## config.mk

```make
export PLATFORM = sky130hd
export DESIGN_NAME = ins_decode_seq
export DESIGN_NICKNAME = d
export VERILOG_FILES = /design/src/rtl/ins_decode_seq.sv
export SDC_FILE = /design/constraint.sdc
export NUM_CORES = 1
export LEC_CHECK = 0
export CAP_MARGIN = 20
export CORE_UTILIZATION = 46
export CTS_CLUSTER_DIAMETER = 100
export CTS_CLUSTER_SIZE = 14
export DETAILED_ROUTE_END_ITERATION = 10
export PLACE_DENSITY = 0.88
export SYNTH_ARGS = -nofsm -noshare
export SYNTH_HDL_FRONTEND = slang
export SYNTH_SLANG_ARGS = --single-unit
```

## constraint.sdc

```tcl
create_clock -name clk -period 2.2 [get_ports clk]
set_input_delay 0.66 -clock clk [delete_from_list [all_inputs] [get_ports clk]]
set_output_delay 0.66 -clock clk [all_outputs]
set_load 0.005 [all_outputs]
```

## src/rtl/ins_decode_seq.sv

```systemverilog
// Multi-cycle instruction decoder: accepts a word over valid/ready, holds one-hot
// controls for 1 or 2 execute steps, with halt/resume and illegal-opcode counting.
module ins_decode_seq #(
  parameter int IR_W   = 8,
  parameter int STEP_W = 2,
  parameter int ERR_W  = 8,
  localparam int OPND_W = (IR_W > 8) ? IR_W - 8 : 1
) (
  input  logic              clk,
  input  logic              rst,
  input  logic              ir_valid,
  output logic              ir_ready,
  input  logic [IR_W-1:0]   ir,
  input  logic              flag_g,
  input  logic              resume,
  output logic              mova,
  output logic              movb,
  output logic              movc,
  output logic              movd,
  output logic              movi,
  output logic              add,
  output logic              sub,
  output logic              jmp,
  output logic              jg,
  output logic              in1,
  output logic              out1,
  output logic              jg_taken,
  output logic [OPND_W-1:0] opnd,
  output logic [STEP_W-1:0] step,
  output logic              done,
  output logic              halted,
  output logic              illegal,
  output logic [ERR_W-1:0]  err_cnt
);

  typedef enum logic [1:0] {S_IDLE, S_EXEC, S_HALT} state_e;

  localparam int B_MOVA = 0, B_MOVB = 1, B_MOVC = 2, B_MOVD = 3, B_MOVI = 4, B_ADD = 5;
  localparam int B_SUB = 6, B_JMP = 7, B_JG = 8, B_IN1 = 9, B_OUT1 = 10;

  state_e              state_q, state_d;
  logic [10:0]         ctrl_q, ctrl_d;
  logic                jgt_q, jgt_d;
  logic [OPND_W-1:0]   opnd_q, opnd_d, opnd_in;
  logic [STEP_W-1:0]   step_q, step_d, last_q, last_d;
  logic                ill_q, ill_d;
  logic [ERR_W-1:0]    err_q, err_d;

  logic [7:0]          op;
  logic [10:0]         dec_ctrl;
  logic                dec_two, dec_halt, dec_ill;

  assign op = ir[IR_W-1 -: 8];

  if (IR_W > 8) begin : g_opnd
    assign opnd_in = ir[IR_W-9:0];
  end else begin : g_no_opnd
    assign opnd_in = 1'b0;
  end

  // Priority decode of the opcode byte; first matching pattern wins.
  always_comb begin
    dec_ctrl = '0;
    dec_two  = 1'b0;
    dec_halt = 1'b0;
    dec_ill  = 1'b0;
    casez (op)
      8'b0100_????: dec_ctrl[B_MOVA] = 1'b1;
      8'b0101_00??: dec_ctrl[B_MOVB] = 1'b1;
      8'b0110_????: dec_ctrl[B_MOVC] = 1'b1;
      8'b0111_11??: dec_ctrl[B_MOVD] = 1'b1;
      8'b1000_????: begin dec_ctrl[B_ADD]  = 1'b1; dec_two = 1'b1; end
      8'b1001_????: begin dec_ctrl[B_SUB]  = 1'b1; dec_two = 1'b1; end
      8'b1010_????: dec_ctrl[B_JMP] = 1'b1;
      8'b1011_????: dec_ctrl[B_JG]  = 1'b1;
      8'b1100_????: begin dec_ctrl[B_IN1]  = 1'b1; dec_two = 1'b1; end
      8'b1101_????: begin dec_ctrl[B_OUT1] = 1'b1; dec_two = 1'b1; end
      8'b1110_00??: begin dec_ctrl[B_MOVI] = 1'b1; dec_two = 1'b1; end
      8'b1111_0000: dec_halt = 1'b1;
      default:      dec_ill  = 1'b1;
    endcase
  end

  always_comb begin
    state_d = state_q;
    ctrl_d  = ctrl_q;
    jgt_d   = jgt_q;
    opnd_d  = opnd_q;
    step_d  = step_q;
    last_d  = last_q;
    ill_d   = 1'b0;
    err_d   = err_q;
    unique case (state_q)
      S_IDLE: begin
        if (ir_valid) begin
          if (dec_ill) begin
            ill_d = 1'b1;
            if (err_q != '1) err_d = err_q + 1'b1;
          end else if (dec_halt) begin
            state_d = S_HALT;
          end else begin
            state_d = S_EXEC;
            ctrl_d  = dec_ctrl;
            jgt_d   = dec_ctrl[B_JG] & flag_g;
            opnd_d  = opnd_in;
            step_d  = '0;
            last_d  = dec_two ? STEP_W'(1) : '0;
          end
        end
      end
      S_EXEC: begin
        if (step_q == last_q) begin
          state_d = S_IDLE;
          ctrl_d  = '0;
          jgt_d   = 1'b0;
          opnd_d  = '0;
          step_d  = '0;
          last_d  = '0;
        end else begin
          step_d = step_q + 1'b1;
        end
      end
      S_HALT: begin
        if (resume) state_d = S_IDLE;
      end
      default: state_d = S_IDLE;
    endcase
  end

  always_ff @(posedge clk or posedge rst) begin
    if (rst) begin
      state_q <= S_IDLE;
      ctrl_q  <= '0;
      jgt_q   <= 1'b0;
      opnd_q  <= '0;
      step_q  <= '0;
      last_q  <= '0;
      ill_q   <= 1'b0;
      err_q   <= '0;
    end else begin
      state_q <= state_d;
      ctrl_q  <= ctrl_d;
      jgt_q   <= jgt_d;
      opnd_q  <= opnd_d;
      step_q  <= step_d;
      last_q  <= last_d;
      ill_q   <= ill_d;
      err_q   <= err_d;
    end
  end

  assign ir_ready = (state_q == S_IDLE);
  assign halted   = (state_q == S_HALT);
  assign done     = (state_q == S_EXEC) && (step_q == last_q);
  assign {out1, in1, jg, jmp, sub, add, movi, movd, movc, movb, mova} = ctrl_q;
  assign jg_taken = jgt_q;
  assign opnd     = opnd_q;
  assign step     = step_q;
  assign illegal  = ill_q;
  assign err_cnt  = err_q;

endmodule

```

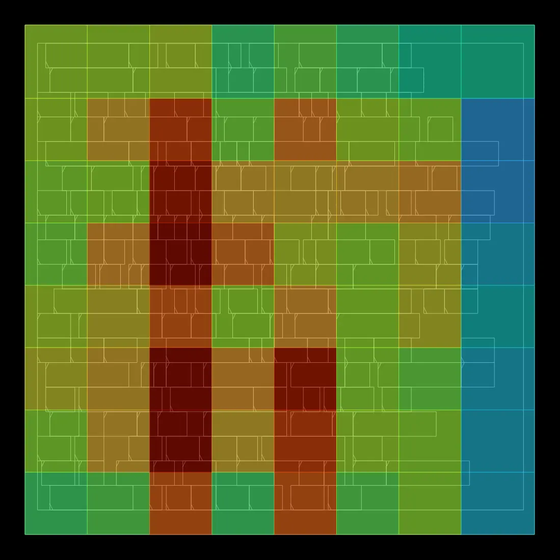
**Above:** run 1 (track usage over the die).
M2 GR Usage: 38.7%
GR Util met3: 3.00%
routing usage on met1: 31.6%

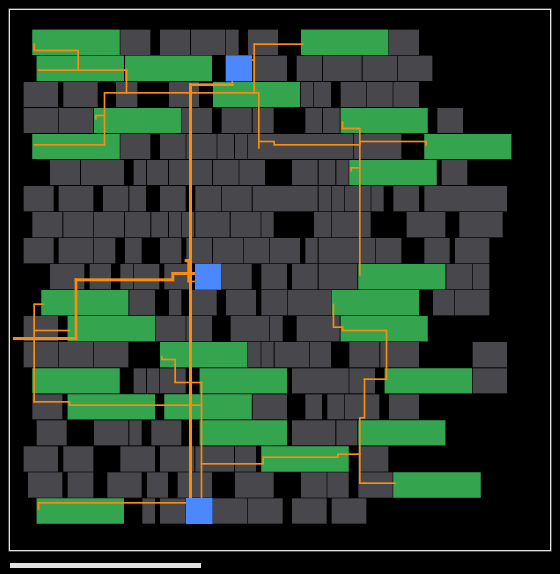
**Above:** run 1 (routed clock nets over the placement).
Scale bar: 20 um.
[orange] clock wires | length: 304 um
[blue] cells driving clock nets | count: 3
[green] flip-flops | count: 26
flops lie: widely spread

==> qor.yml, run 1 <==
setup_tns_ps: 0
reg2reg_from: "state_q[1]"
taps: 31
ff_type: "dfrtp_1"
fin_util_pct: 74.4
n_antenna_cell: 0
rrSetupSlack_ps: 210
n_clock_buffer: 3
synthCells: 128
ff_count: 26
antenna_found_initial: 0
cap_viol_max_count: 0
ctsHoldBuffers: 0
critPathArrivalTime_ps: 2370
globalRouteOverflowTotal: 0
fp_util_pct: 49.0
leakage_uw: 0.000955
ios: 40
fp_nets: 142
mux_area_share_pct: 4.13
ys_cells: 128
setup_ws_ps: 71.8
fin_skew_ps: 7.21
fin_cells: 224
switching_power_uw: 630
vias_per_cell: 5.66
xor_share_pct: 4.41
synth-edff-count: 0
grt_usage_pct: 23.9
top_cell: "dfrtp_1"
cp_slowest_stage_delay_ps: 530
warnings: 26
inv_count: 4
grt_pass1_vias: 1297
setup_viol: 0
crit_path_start_kind: "primary input"
synthArstFlopShare_pct: 100
p_total_uw: 1890
simple_gate_share_pct: 23.7
vdd_drop_max_v: 0.000799
yosysTopAreaCellShare_pct: 47.8
ys_ff: 26
seqPwrFrac_pct: 36.4
topCombFamilyByArea: "simple AND/OR/NAND/NOR gates"
n_all_buffers: 69
dr.pass1.iters: 4
min_from: "ctrl_q[8]"
internal_power_uw: 1260
clock-root-buffer: "clkbuf_4"
cp-end-kind: "flip-flop"
status: "finished clean"
hpwl_um: 2490
reg2reg_to: "err_cnt[4]"
drc: 0
coreArea_um2: 2780
yosysChipArea_um2: 1360
multi_input_comb_cells: 90
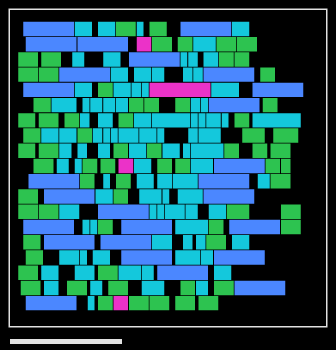
**Above:** run 1 (placed cells, one color a class).
Scale bar: 20 um.
[cyan] all other logic | cells: 94 | share of their area: 35%
[blue] flops | cells: 26 | share of their area: 32%
[green] other buffers and delay cells | cells: 69 | share of their area: 30%
[magenta] clock drivers and dummy loads | cells: 4 | share of their area: 2.6%

-- run 1: cells in the final DEF, fill, tap and decap left out, types with 2 or more instances in the layout --
| cell | n |
|---|---|
| a22o_1 | 4 |
| a32o_1 | 3 |
| and2_1 | 2 |
| and3_1 | 2 |
| buf_4 | 29 |
| buf_6 | 2 |
| clkbuf_4 | 3 |
| clkdlybuf4s50_1 | 29 |
| dfrtp_1 | 26 |
| dlygate4sd2_1 | 7 |
| inv_1 | 4 |
| mux2_1 | 3 |
| mux2_2 | 2 |
| nand2_1 | 9 |
| nand3_1 | 4 |
| nand4_1 | 4 |
| nand4b_1 | 2 |
| nor2_1 | 7 |
| nor2b_1 | 2 |
| nor3_2 | 2 |
| nor4_2 | 3 |
| o21ai_0 | 5 |
| o2bb2ai_1 | 6 |
| xor2_1 | 4 |
-- run 1: kinds of logic (layout without fill, tap and decap cells) --
| kind of cell | after synthesis | after routing |
|---|---|---|
| mux | 5 | 5 |
| flops | 26 | 26 |
| xor+xnor | 6 | 6 |
| buf+inv | 12 | 77 |
| compound gates | 25 | 25 |
| other cells | 1 | 1 |
| fa+ha+maj | 1 | 1 |
| simple gates | 52 | 52 |
-- run 1: critical path, delay by kind of cell --
| kind | cells | cell delay, ps |
|---|---|---|
| buf+inv | 2 | 640 |
| xor+xnor | 1 | 140 |
| simple gates | 3 | 910 |
-- run 1: metal layers --
| layer | part of all wire, % | up-vias | track usage [%] | wire length, um |
|---|---|---|---|---|
| met4 | 3.2 | 0 | 11.8 | 110 |
| met1 | 45 | 610 | 31.6 | 1520 |
| met2 | 48 | 41 | 38.7 | 1640 |
| met5 | 0 | - | 0 | 0 |
| met3 | 3.9 | 12 | 3.00 | 133 |
| li1 | - | 604 | - | - |
==> inputs of run 2 (changes only) <==
--- a/config.mk
+++ b/config.mk
@@ -5,12 +5,13 @@
 export SDC_FILE = /design/constraint.sdc
 export NUM_CORES = 1
 export LEC_CHECK = 0
-export CAP_MARGIN = 20
+export ABC_CLOCK_PERIOD_IN_PS = 2200
 export CORE_UTILIZATION = 46
 export CTS_CLUSTER_DIAMETER = 100
 export CTS_CLUSTER_SIZE = 14
 export DETAILED_ROUTE_END_ITERATION = 10
 export PLACE_DENSITY = 0.88
+export SLEW_MARGIN = 20
 export SYNTH_ARGS = -nofsm -noshare
 export SYNTH_HDL_FRONTEND = slang
 export SYNTH_SLANG_ARGS = --single-unit
==> qor.yml, run 2 <==
grt_usage_pct: 23.9
fin_util_pct: 74.4
top_cell: "dfrtp_1"
startpoint: "ir_valid"
cap_viol_max_count: 0
grt.busiest_layer: "met2"
critPathArrivalTime_ps: 2370
clk_latency_ps: 340
clock-root-buffer: "clkbuf_4"
ctsHoldBuffers: 0
ff_type: "dfrtp_1"
grt_pass1_wl_um: 5980
met1_length_um: 1520
synthesis.area_um2: 1360
drc: 0
setup_tns_ps: 0
dr.pass1.iters: 4
cp-end-kind: "flip-flop"
power_density_nw_per_um2: 913
vias: 1267
crit_required_ps: 2440
antenna_found_initial: 0
cts_buffer_depth: 2
synth_seq_share_pct: 47.8
warnings: 26
grt_use_met2_pct: 38.7
yosysTopAreaCellShare_pct: 47.8
syn_to_final_growth_pct: 51.9
top_register: "ctrl_q"
n_antenna_cell: 0
p_total_uw: 1890
reg2reg_from: "state_q[1]"
io_buffers: 38
synth-edff-count: 0
fin_cells: 224
row_count: 19
yosysChipArea_um2: 1360
fp_util_pct: 49.0
synthCells: 128
fp_nets: 142
fillers: 181
die-area_um2: 3180
vias_per_cell: 5.66
ys_cells: 128
grtUsageMet1_pct: 31.6
status: "finished clean"
hpwl_um: 2490
yosysUniqueCellTypes: 46
top_layer_used: "met4"
avgRoutedWirePerCell_um: 15.2
setup_ws_ps: 71.8
met3_length_um: 133
routed-wl-met2_um: 1640
final_cell_mix: "29 x clkdlybuf4s50_1, 29 x buf_4, 26 x dfrtp_1"
grt_pass1_vias: 1297
fin_skew_ps: 7.21
grt_use_met3_pct: 3.00
rrSetupSlack_ps: 210
leakage_uw: 0.000955
globalRouteOverflowTotal: 0
ys_ff: 26
vdd_drop_max_v: 0.000799
ios: 40
yosys_warnings: 0
dpl_cell_area_um2: 1940
setup_viol: 0
crit_path_start_kind: "primary input"
reg2reg_to: "err_cnt[4]"
synthArstFlopShare_pct: 100
drive_gt1_share_pct: 27.5
wl_um: 3410
cp_slowest_stage_delay_ps: 530
coreArea_um2: 2780
-- run 2: worst max-delay path, delay by kind of cell --
family | cells | cell delay [ps]
buffers and inverters | 2 | 640
and+or+nand+nor | 3 | 910
xor gates and xnor gates | 1 | 140
-- run 2: area by class of cell --
| cell class | instances | area [um^2] | area share (%) |
|---|---|---|---|
| Clock buffer | 3 | 22.5 | 1.09 |
| Clock inverter | 1 | 30.0 | 1.45 |
| Inverter | 4 | 15.0 | 0.726 |
| Multi-Input combinational cell | 90 | 703 | 34.0 |
| Sequential cell | 26 | 651 | 31.4 |
| Tap cell | 31 | 38.8 | 1.87 |
| Timing Repair Buffer | 69 | 609 | 29.4 |
-- run 2: power breakdown --
part	internal [uW]	switching (uW)
sequential	577	111
clock	185	151
combinational	499	368
total	1260	630
-- run 2: kinds of logic (layout without fill, tap and decap cells) --
logic type                 Yosys count  after routing  synth area share [%]
adders and majority gates            1              1                 0.918
AOI/OAI and AO/OA                   25             25                  14.5
xor gates and xnor gates             6              6                  4.41
and+or+nand+nor                     52             52                  23.7
DFF                                 26             26                  47.7
other                                1              1                 0.275
muxes                                5              5                  4.13
buffers and inverters               12             77                  4.32
-- run 2: how the worst min path moves through the flow --
stage          startpoint    endpoint  depth (start not counted)
3_3_place_gp    ctrl_q[8]   ctrl_q[8]                          1
3_5_place_dp    ctrl_q[8]   ctrl_q[8]                          1
5_1_grt        err_cnt[5]  err_cnt[5]                          1
4_1_cts        err_cnt[5]  err_cnt[5]                          1
2_1_floorplan   ctrl_q[8]   ctrl_q[8]                          1
6_report        ctrl_q[8]   ctrl_q[8]                          1
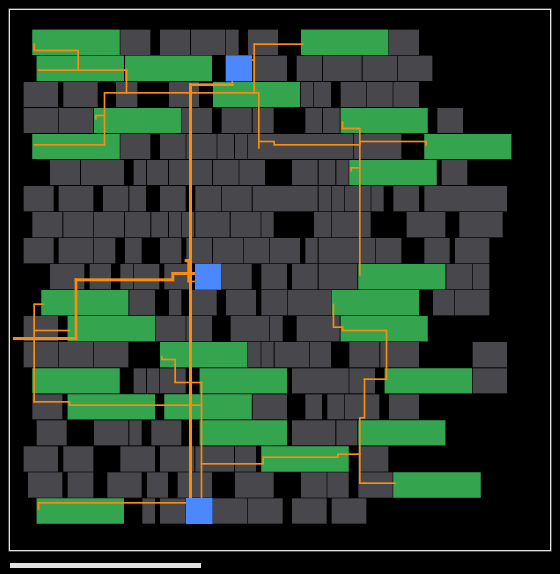
**Above:** run 2 (routed clock nets over the placement).
Scale bar: 20 um.
[green] flip-flops | count: 26
[blue] cells driving clock nets | count: 3
[orange] clock wires | length: 304 um
flops lie: widely spread
routed clock nets: 4

==> inputs of run 3 (changes only) <==
--- a/config.mk
+++ b/config.mk
@@ -5,12 +5,15 @@
 export SDC_FILE = /design/constraint.sdc
 export NUM_CORES = 1
 export LEC_CHECK = 0
+export ABC_AREA = 1
 export ABC_CLOCK_PERIOD_IN_PS = 2200
-export CORE_UTILIZATION = 46
+export CORE_UTILIZATION = 49
 export CTS_CLUSTER_DIAMETER = 100
 export CTS_CLUSTER_SIZE = 14
 export DETAILED_ROUTE_END_ITERATION = 10
-export PLACE_DENSITY = 0.88
+export GPL_TIMING_DRIVEN = 1
+export PLACE_DENSITY = 0.89
+export SETUP_SLACK_MARGIN = 0.4
 export SLEW_MARGIN = 20
 export SYNTH_ARGS = -nofsm -noshare
 export SYNTH_HDL_FRONTEND = slang
==> qor.yml, run 3 <==
rrSetupSlack_ps: 460
ys_cells: 217
cts.repair.resized: 56
xor_share_pct: 2.13
globalRouteOverflowTotal: 0
avgRoutedWirePerCell_um: 16.2
wl_um: 5680
power_density_nw_per_um2: 971
h-tree-depth: 1
grt_pass1_vias: 1837
ys_ff: 26
holdPathStages: 2
final_common_cell: "nand2_1"
drc: 0
ff_type: "dfrtp_1"
fillers: 180
cap_viol_max_count: 0
hpwl_um: 2740
yosysChipArea_um2: 1650
p_total_uw: 2470
ctsHoldBuffers: 0
synth-edff-count: 0
fin_skew_ps: 4.98
leakage_uw: 0.00143
clk_latency_ps: 340
synth_seq_share_pct: 39.5
vias_per_cell: 5.46
antenna_found_initial: 0
grt_setup_unrepaired: "true"
topCombFamilyByArea: "simple AND/OR/NAND/NOR gates"
synthCells: 217
cp_max_fo: 3
reg2reg_from: "state_q[0]"
fp_nets: 231
simple_gate_share_pct: 39.2
yosysUniqueCellTypes: 29
reg2reg_to: "state_q[1]"
grt_pass1_wl_um: 8780
setup_tns_ps: 0
warnings: 28
mux_area_share_pct: 0
setup_ws_ps: 337
min_from: "ctrl_q[6]"
top_cell: "nand2_1"
dr.pass1.iters: 6
top_register: "ctrl_q"
synthesis.area_um2: 1650
adder_share_pct: 0.759
vdd_drop_max_v: 0.000723
setup_viol: 0
crit_path_start_kind: "flip-flop"
yosys_warnings: 0
final_cell_mix: "59 x nand2_1, 44 x buf_4, 26 x dlygate4sd2_1"
fp_util_pct: 52.7
min_to: "ctrl_q[6]"
clock-sinks: 26
crit_required_ps: 1540
critPathArrivalTime_ps: 1200
row_count: 20
status: "finished clean"
hold_class: "flip-flop to flip-flop"
io_buffers: 38
syn_to_final_growth_pct: 54.7
cp-end-kind: "output pin"
die-area_um2: 3600
ios: 40
clk_pin_slew_ps: 150
clock-root-buffer: "clkbuf_4"
n_antenna_cell: 0
yosysTopAreaCellShare_pct: 39.5
coreArea_um2: 3130
cts_buffer_depth: 2
synthArstFlopShare_pct: 100
vias: 1912
drt-initial-drc-count: 145
drive_gt1_share_pct: 37.3
aoi_share_pct: 8.88
grt_usage_pct: 33.6
[run 3: cell count changes after synthesis, sizes merged, moves of 4 or more]
cell,change
inv,+25
mux2,-5
nand2,+66
nor2,+22
o2bb2ai,-6
a22o,-4
nand3,+10
o21ai,+11
nand4,+8
[run 3: worst max-delay path, cell delays in order (launching register included)]
cell and delay [ps]:
dfrtp_1 460, inv_2 60, nand2_2 70, nand3_2 60, nor2_1 90, buf_2 110
[run 3: cell type report]
class                   instances  area (um^2)  share of cell area, %
clock inverters                 1         30.0                   1.18
flip-flops and latches         26          652                   25.6
clock buffers                   3         22.5                  0.884
well taps                      44         55.1                   2.16
inverters                      29          111                   4.37
repair buffers                 87          742                   29.1
multi-input cells             160          936                   36.7
[run 3: kinds of logic after synthesis]
group,after synthesis
fa+ha+maj,1
flops,26
xor+xnor,4
simple gates,132
other cells,1
compound gates,19
buf+inv,34
[run 3: how the worst max path moves through the flow]
stage	end	startpoint	slack (ps)	cells after the start
2_1_floorplan	ctrl_q[1]	ir[3]	500	9
3_3_place_gp	ctrl_q[6]	ir[4]	-110	10
3_5_place_dp	ctrl_q[2]	ir[4]	-190	10
4_1_cts	done	step[0]	370	5
5_1_grt	done	step[0]	260	5
6_report	done	step[0]	340	5
[run 3: layer usage]
metal	part of all wire, %	global-route usage [%]	vias up
met5	0	0	-
met2	47	54.0	152
met3	8.8	4.76	28
li1	-	-	857
met1	39	43.8	875
met4	5.1	17.6	0
[run 3: stage by stage]
step	cell area [um^2]	std cells	util, %
CTS	2510	347	80.3
floorplan	1650	217	-
global route	2550	350	81.5
detailed placement	2180	313	69.8
finish	2550	350	81.5
global placement	2180	313	69.8
[run 3: power by group]
part | switching [uW] | internal (uW) | leakage [uW]
combinational | 809 | 678 | 0.00105
clock | 158 | 185 | 0.0000279
sequential | 67.9 | 577 | 0.000350
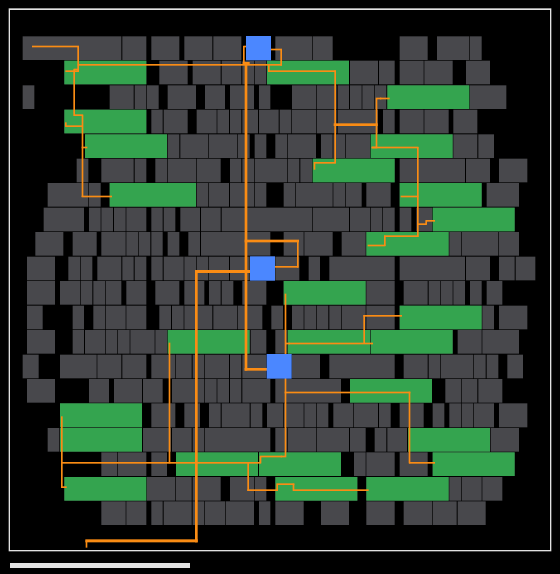
**Above:** run 3 (routed clock nets over the placement).
Scale bar: 20 um.
[green] flip-flops | count: 26
[orange] clock wires | length: 343 um
[blue] cells driving clock nets | count: 3
routed clock nets: 4
flops lie: widely spread


==> gallery <==
Where the registers sit.
Scale bar: 20 um. Other sequential cells in the stronger gray, the rest of the logic in the fainter gray.
picture 1
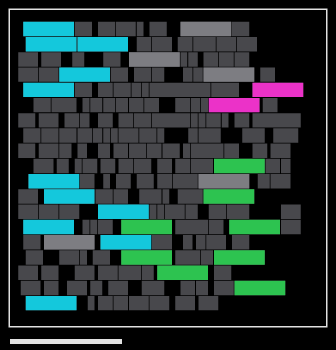
picture 2
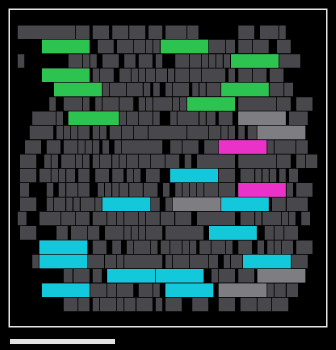
Picture 2 comes from run 3.
Picture 1 comes from run 2.
The one with the most cells is picture 2.

Key to picture 1:
[magenta] `state_q` | placed flops: 2
[cyan] `ctrl_q` | placed flops: 11
[green] `err_cnt` | placed flops: 8

Power and IR drop assume default switching activity.
